--- src/rtl/lsu_wide.sv ---
// Load/store unit: splits one CPU access into Wishbone pipelined beats,
// gathers and extends load data, and pulses register write-back.
module lsu_wide #(
   parameter int XLEN = 64,
   parameter int BUSW = 16
) (
   input  logic              clk_i,
   input  logic              reset_ni,
   input  logic              valid_i,
   input  logic [XLEN-1:0]   addr_i,
   input  logic              we_i,
   input  logic [1:0]        size_i,
   input  logic              signed_i,
   input  logic              nomem_i,
   input  logic [XLEN-1:0]   wdat_i,
   output logic              busy_o,
   output logic              rwe_o,
   output logic [XLEN-1:0]   rdat_o,
   output logic              misalign_o,
   output logic              fault_o,
   output logic [XLEN-1:0]   wbmadr_o,
   output logic [BUSW-1:0]   wbmdat_o,
   output logic [BUSW/8-1:0] wbmsel_o,
   output logic              wbmwe_o,
   output logic              wbmstb_o,
   output logic              wbmcyc_o,
   input  logic              wbmstall_i,
   input  logic              wbmack_i,
   input  logic              wbmerr_i,
   input  logic [BUSW-1:0]   wbmdat_i
);

   localparam int BB = BUSW / 8;
   localparam int LB = $clog2(BB);
   localparam logic [XLEN-1:0] BMX = XLEN'({BUSW{1'b1}});

   typedef enum logic [1:0] {IDLE, ISSUE, WAIT, DONE} state_t;
   state_t state, state_n;

   logic [XLEN-1:0] addr_q, wdat_q, dbuf, merged, rdat_q;
   logic            we_q, sgn_q, err_q, pass_q, mis_q;
   logic [1:0]      size_q;
   logic [3:0]      icnt, acnt, icnt_n, acnt_n, nbeat, bytes, amask;
   logic            sub, stb, cyc, take, term, errnow, mis_c;
   logic [LB-1:0]   off;
   logic [BB-1:0]   lmask, selc;
   logic [BUSW-1:0] bmask, wlane;

   function automatic logic [XLEN-1:0] ext(
      input logic [XLEN-1:0] d,
      input logic [1:0]      sz,
      input logic            s
   );
      case (sz)
         2'd0:    ext = {{(XLEN-8){s & d[7]}}, d[7:0]};
         2'd1:    ext = {{(XLEN-16){s & d[15]}}, d[15:0]};
         2'd2:    ext = {{(XLEN-32){s & d[31]}}, d[31:0]};
         default: ext = d;
      endcase
   endfunction

   assign amask = (4'd1 << size_i) - 4'd1;
   assign mis_c = |(addr_i[2:0] & amask[2:0]);

   assign bytes = 4'd1 << size_q;
   assign sub   = int'(bytes) < BB;
   assign nbeat = sub ? 4'd1 : 4'(int'(bytes) / BB);
   assign off   = addr_q[LB-1:0];
   assign lmask = BB'((9'd1 << bytes) - 9'd1);
   assign selc  = sub ? (lmask << off) : '1;

   always_comb begin
      bmask = '0;
      for (int b = 0; b < BB; b++)
         bmask[b*8 +: 8] = {8{selc[b]}};
   end

   // Sub-bus stores sit in their byte lanes; full beats slice the word.
   always_comb begin
      wlane = BUSW'(wdat_q >> (int'(icnt) * BUSW));
      if (sub)
         wlane = (BUSW'(wdat_q) << {off, 3'b000}) & bmask;
   end

   assign stb    = state == ISSUE;
   assign cyc    = state == ISSUE || state == WAIT;
   assign take   = stb & ~wbmstall_i;
   assign term   = cyc & (wbmack_i | wbmerr_i) & (acnt != icnt);
   assign icnt_n = icnt + 4'(take);
   assign acnt_n = acnt + 4'(term);
   assign errnow = err_q | (term & wbmerr_i);

   always_comb begin
      merged = dbuf;
      if (term && wbmack_i && !wbmerr_i) begin
         if (sub)
            merged = XLEN'(wbmdat_i >> {off, 3'b000});
         else
            merged = (dbuf & ~(BMX << (int'(acnt) * BUSW)))
                   | (XLEN'(wbmdat_i) << (int'(acnt) * BUSW));
      end
   end

   always_comb begin
      state_n = state;
      unique case (state)
         IDLE:
            if (valid_i && !nomem_i && !mis_c)
               state_n = ISSUE;
         ISSUE:
            if (errnow)
               state_n = (acnt_n == icnt_n) ? DONE : WAIT;
            else if (acnt_n == nbeat)
               state_n = DONE;
            else if (icnt_n == nbeat)
               state_n = WAIT;
         WAIT:
            if (errnow && acnt_n == icnt_n)
               state_n = DONE;
            else if (!errnow && acnt_n == nbeat)
               state_n = DONE;
         default:
            state_n = IDLE;
      endcase
   end

   always_ff @(posedge clk_i or negedge reset_ni) begin
      if (!reset_ni) begin
         state  <= IDLE;
         addr_q <= '0;
         wdat_q <= '0;
         we_q   <= 1'b0;
         sgn_q  <= 1'b0;
         size_q <= '0;
         icnt   <= '0;
         acnt   <= '0;
         err_q  <= 1'b0;
         dbuf   <= '0;
         rdat_q <= '0;
         pass_q <= 1'b0;
         mis_q  <= 1'b0;
      end else begin
         state  <= state_n;
         pass_q <= 1'b0;
         mis_q  <= 1'b0;
         if (state == IDLE && valid_i) begin
            if (nomem_i) begin
               pass_q <= 1'b1;
               rdat_q <= addr_i;
            end else if (mis_c) begin
               mis_q <= 1'b1;
            end else begin
               addr_q <= addr_i;
               wdat_q <= wdat_i;
               we_q   <= we_i;
               sgn_q  <= signed_i;
               size_q <= size_i;
               icnt   <= '0;
               acnt   <= '0;
               err_q  <= 1'b0;
               dbuf   <= '0;
            end
         end else if (cyc) begin
            icnt <= icnt_n;
            acnt <= acnt_n;
            dbuf <= merged;
            if (term && wbmerr_i)
               err_q <= 1'b1;
            if (state_n == DONE && !we_q && !errnow)
               rdat_q <= ext(merged, size_q, sgn_q);
         end
      end
   end

   assign busy_o     = state != IDLE;
   assign rwe_o      = pass_q | (state == DONE & ~we_q & ~err_q);
   assign fault_o    = state == DONE & err_q;
   assign misalign_o = mis_q;
   assign rdat_o     = rdat_q;
   assign wbmcyc_o   = cyc;
   assign wbmstb_o   = stb;
   assign wbmwe_o    = stb & we_q;
   assign wbmsel_o   = stb ? selc : '0;
   assign wbmdat_o   = (stb && we_q) ? wlane : '0;
   assign wbmadr_o   = stb ? (addr_q & ~XLEN'(BB - 1))
                           + XLEN'(int'(icnt) * BB) : '0;

endmodule

--- config.mk ---
export PLATFORM = sky130hd
export DESIGN_NAME = lsu_wide
export DESIGN_NICKNAME = d
export VERILOG_FILES = /design/src/rtl/lsu_wide.sv
export SDC_FILE = /design/constraint.sdc
export NUM_CORES = 1
export LEC_CHECK = 0
export CORE_AREA = 2 2 197 199
export CTS_CLUSTER_SIZE = 40
export DETAILED_ROUTE_END_ITERATION = 10
export DIE_AREA = 0 0 199 201
export GPL_TIMING_DRIVEN = 0
export PLACE_DENSITY_LB_ADDON = 0.25
export SLEW_MARGIN = 20
export SYNTH_ARGS = -nofsm -noshare
export SYNTH_HDL_FRONTEND = slang
export SYNTH_SLANG_ARGS = --single-unit
--- constraint.sdc ---
create_clock -name clk_i -period 3.7 [get_ports clk_i]
set_input_delay 0.74 -clock clk_i [delete_from_list [all_inputs] [get_ports clk_i]]
set_output_delay 0.74 -clock clk_i [all_outputs]
set_load 0.1 [all_outputs]
==> ci_impl_report.md, run 1 <==
### Yosys + OpenROAD results

| Metric | Value |
|---|---|
| Slew of the pin with the lowest slew margin | 1.07 ns |
| P_seq | 0.00512 W |
| Buffers excl. clock | 436 |
| Final core occ | 55.3% |
| Final ANT Viol Nets | 0 |
| Buffering overhead | 20.4% |
| Mux area share | 18.8% |
| Worst min path class | in2async |
| Bufs on Longest Clock Path | 3 |
| Failing checks | negative setup slack |
| Die Wd | 199 microns |
| Worst r2r dst | rdat_o[37]$_DFFE_PN0P_ |
| GR Util All Layers | 25.5% |
| Status | complete, but fails checks |
| Slew margin rel. | 28.2% |
| Crit end category | output port |
| Flop share of the area | 32.4% |
| Max Freq | 256 MHz |
| Ao+oa area frac | 13.1% |
| Min setup slack post-route | -0.212 ns |
| Crit Path Category | reg2out |
| Final Max Slew Viols | 0 |
| Grt peak-use layer | met2 |
| Post-synthesis cell count | 1364 |
| Clk pin slew, worst setup/hold paths | 0.07 ns |
| Worst-path fanout max | 5 |
| Num tapcells | 518 |
| Gp weighted congestion | 0.926 |
| Placement Setup Slack | -1.54 ns |
| Finish-stage setup viols | 86 |
| Fin Hold WS | 0.0731 ns |
| Asr flop ratio synth | 100% |
| Sw frac | 50.1% |
| Critical Path Start Type | register |
| CLK BUF | 43 |
| Seq pwr share | 25.5% |
| Reg-to-reg critical path startpoint | icnt[1]$_DFFE_PN0P_ |
| Post-synthesis adder-cell area fraction | 1.31% |
| Most frequent cell after synthesis | dfrtp_1 |
| Reg2Reg Depth | 15 |
-- run 1: cell usage in the layout (no fill, tap or decap), types with 9 or more instances in the layout --
cell / netlist / routed
o22ai_1: 24 / 24
clkbuf_1: 76 / 63
o31ai_1: 9 / 9
mux4_2: 16 / 16
mux2i_1: 26 / 26
and2_4: 0 / 20
buf_12: 4 / 36
and2_1: 60 / 39
mux2_2: 146 / 145
buf_6: 4 / 20
xnor2_1: 34 / 27
o21ai_0: 41 / 39
or3_1: 15 / 10
a21oi_1: 52 / 49
o221ai_1: 15 / 15
clkbuf_16: 0 / 33
buf_2: 7 / 11
buf_4: 6 / 52
nand4_1: 14 / 14
and3_1: 10 / 10
xor2_1: 32 / 30
dfrtp_1: 273 / 269
buf_8: 0 / 9
clkbuf_2: 0 / 12
a22oi_1: 44 / 44
nand3_1: 24 / 20
inv_1: 42 / 42
nor2b_1: 20 / 18
clkdlybuf4s50_1: 0 / 213
nor2_1: 79 / 68
a22o_1: 55 / 55
mux2_4: 35 / 37
nand2_1: 91 / 89
-- run 1: registers in the layout (all words and copies together), names as in the netlist, 2 cells and up --
signal / flops
addr_q: 64
dbuf: 64
rdat_o: 64
wdat_q: 64
acnt: 4
icnt: 4
size_q: 2
state: 2
-- run 1: worst register-to-register path, delay by kind of cell, from the launching register on --
family / cells / cell delay (ns)
AND/OR/NAND/NOR: 4 / 1.28
buffers and inverters: 4 / 0.67
flip-flops: 1 / 0.48
AND-OR/OR-AND: 3 / 0.47
adder cells (fa/ha/maj): 2 / 0.41
multiplexers: 1 / 0.29
XOR/XNOR: 1 / 0.19
-- run 1: logic make-up after synthesis --
logic type      Yosys count
other cells               1
xor+xnor                 66
mux                     224
simple gates            367
fa+ha+maj                15
flops                   273
compound gates          278
buf+inv                 140
Fig. 1: run 1, met1 routing
Cells faint in the background.
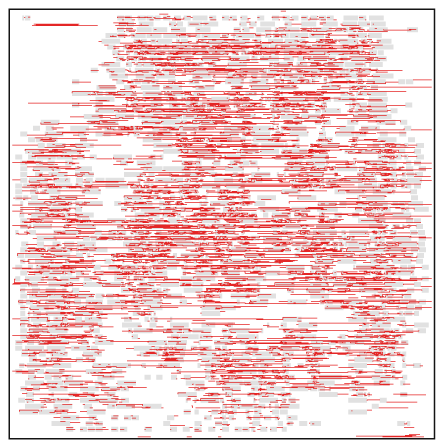
nets with wire on the layer: 1693
longest straight run: 64.6 microns
wire length on this layer: 21.5 mm
share of all routed wire: 42%
Vias: 12500
drt total wl: 51700 microns
met1 Usage GRT: 33.8%

Fig. 2: run 1, M2 wires
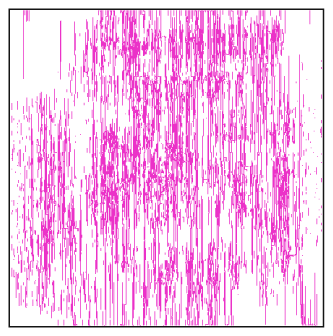
longest straight run: 111 microns
nets with wire on the layer: 1698
share of all routed wire: 48%

Fig. 3: run 1, met3 routing
Cells faint in the background.
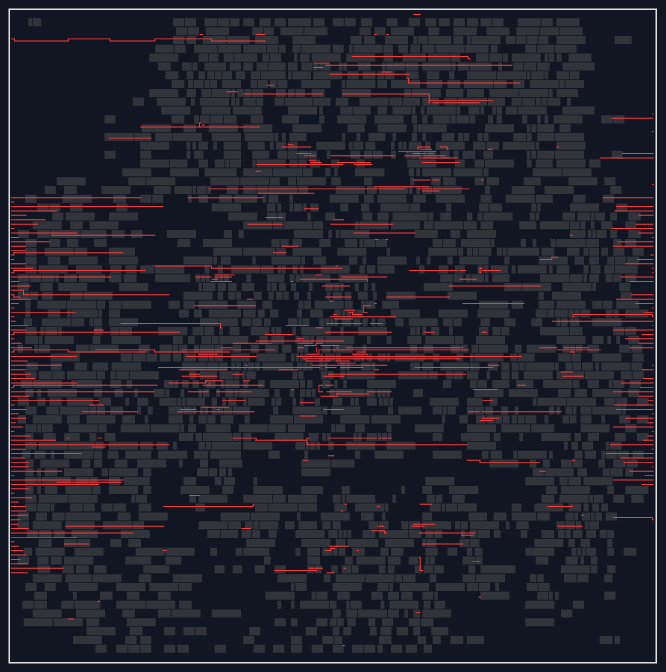
wire length on this layer: 3830 microns
main direction: horizontal
share of all routed wire: 7.4%
nets with wire on the layer: 294

Fig. 4: run 1, congestion heat map
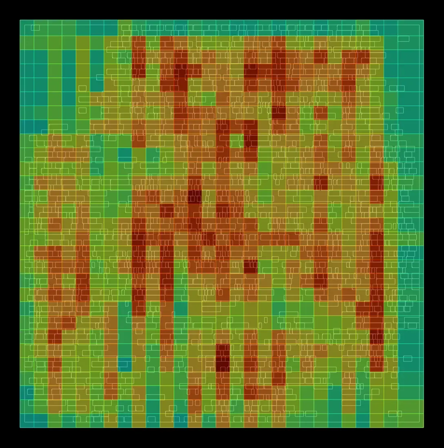

--- run 2 (diff from run 1) ---
--- a/config.mk
+++ b/config.mk
@@ -11,6 +11,7 @@
 export DIE_AREA = 0 0 199 201
 export GPL_TIMING_DRIVEN = 0
 export PLACE_DENSITY_LB_ADDON = 0.25
+export SETUP_SLACK_MARGIN = 0.4
 export SLEW_MARGIN = 20
 export SYNTH_ARGS = -nofsm -noshare
 export SYNTH_HDL_FRONTEND = slang
Fig. 5: run 2, congestion heat map
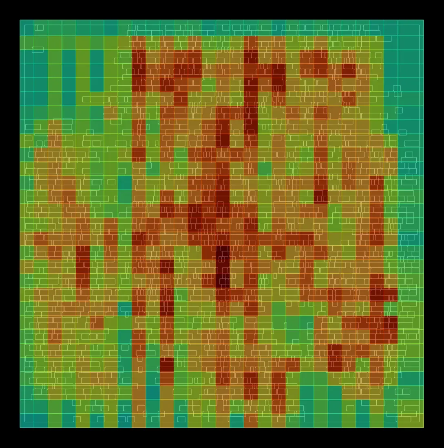
wire per inst: 23.0 microns
grt peak-use layer: met2
met2 GRT Util: 42.5%
final core occ: 59.1%

Fig. 6: run 2, M2 wires
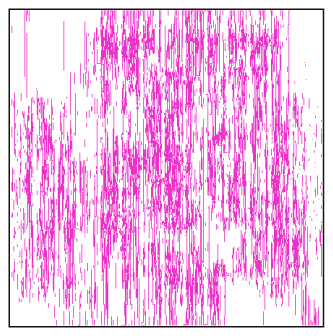
wire length on this layer: 25.8 mm
nets with wire on the layer: 1781
share of all routed wire: 48%
main direction: vertical
Vias: 12900
drt total wl: 53200 microns

==> ci_impl_report.md, run 2 <==
### Yosys + OpenROAD results

| Metric | Value |
|---|---|
| Rows | 72 |
| Post-synthesis cell count | 1364 |
| Most frequent cell after synthesis | dfrtp_1 |
| Critical Path Start Type | register |
| Max Freq | 246 MHz |
| Clk pin slew, worst setup/hold paths | 0.06 ns |
| Gp weighted congestion | 0.905 |
| GR Util All Layers | 25.8% |
| Mux area share | 18.8% |
| Slew of the pin with the lowest slew margin | 1.09 ns |
| Slowest stage delay, CP | 0.52 ns |
| Most instantiated logic cell after routing | dfrtp_1 |
| Die Wd | 199 microns |
| Inverters | 42 |
| Min setup slack post-route | -0.370 ns |
| Bufs on Longest Clock Path | 3 |
| Top Layout Cells | dfrtp_1 (270), clkdlybuf4s50_1 (210), mux2_2 (146) |
| Crit Path Category | reg2reg |
| Buffers excl. clock | 468 |
| Reg2Reg Depth | 16 |
| Worst r2r dst | rdat_o[51]$_DFFE_PN0P_ |
| Slew margin rel. | 27.3% |
| Final ANT Viol Nets | 0 |
| Post-synthesis adder-cell area fraction | 1.31% |
| Placement Setup Slack | -1.59 ns |
| Finish-stage setup viols | 106 |
| Worst min path class | in2async |
| Buffering overhead | 23.2% |
| Ao+oa area frac | 13.1% |
| Clk_lat worst skew | 0.57 ns |
| Failing checks | negative setup slack |
| Flop share of the area | 30.4% |
| CLK BUF | 43 |
| Final Max Slew Viols | 0 |
| Num tapcells | 518 |
| Crit end category | register |
| Reg-to-reg critical path startpoint | icnt[0]$_DFFE_PN0P_ |
| Status | complete, but fails checks |
| Seq pwr share | 24.2% |
==> run 2: netlist changes by cell type in the layout (fill, tap and decap cells not counted), moves of 9 or more <==
| cell | previous run | this run |
|---|---|---|
| and2_1 | 39 | 12 |
| nor2_4 | 7 | 16 |
| xnor2_1 | 27 | 18 |
| and2_4 | 20 | 46 |
| buf_4 | 52 | 38 |
| a22oi_2 | 1 | 16 |
| xnor2_2 | 6 | 15 |
| nor2_2 | 4 | 15 |
| a22oi_1 | 44 | 29 |
| buf_6 | 20 | 32 |
| buf_12 | 36 | 83 |
| nor2_1 | 68 | 48 |
==> run 2: per-stage QoR <==
step                std cells  utilization (%)  total power, W  hold slack [ns]  setup TNS (ns)
finish                   2309             59.1          0.0212            0.150          -26.18
global route             2309             59.1          0.0221            0.196          -35.79
CTS                      2281             56.4          0.0205            0.157          -19.44
detailed placement       2182             49.7          0.0162            0.463         -117.92
global placement         2179             49.5          0.0160            0.452        -2917.16
floorplan                1364                -          0.0133            0.438        -0.00206
==> run 2: worst reg2reg max path: stages (launching register included) <==
cell and delay, ns:
dfrtp_1 0.42, buf_4 0.16, buf_6 0.11, buf_12 0.12
xor2_4 0.15, or4_4 0.51, o211a_1 0.16, ha_4 0.18
ha_4 0.23, or4_4 0.53, a21oi_4 0.17, nor3_2 0.06
a31oi_2 0.25, a31oi_2 0.15, buf_6 0.19, bufbuf_16 0.28
mux2_4 0.30
==> run 2: cells by family after synthesis <==
logic type,count (synthesis)
simple gates,367
compound gates,278
flops,273
mux,224
buf+inv,140
xor+xnor,66
fa+ha+maj,15
other cells,1
==> run 2: layer usage <==
layer,up-vias,track usage (%),part of all wire [%]
met2,492,42.5,48
met1,6510,33.2,40
met4,6,9.06,4.2
met3,128,6.15,7.3
li1,5742,-,-
met5,-,0,0.073
No activity file was given, so power comes from the tool's default toggle rates.
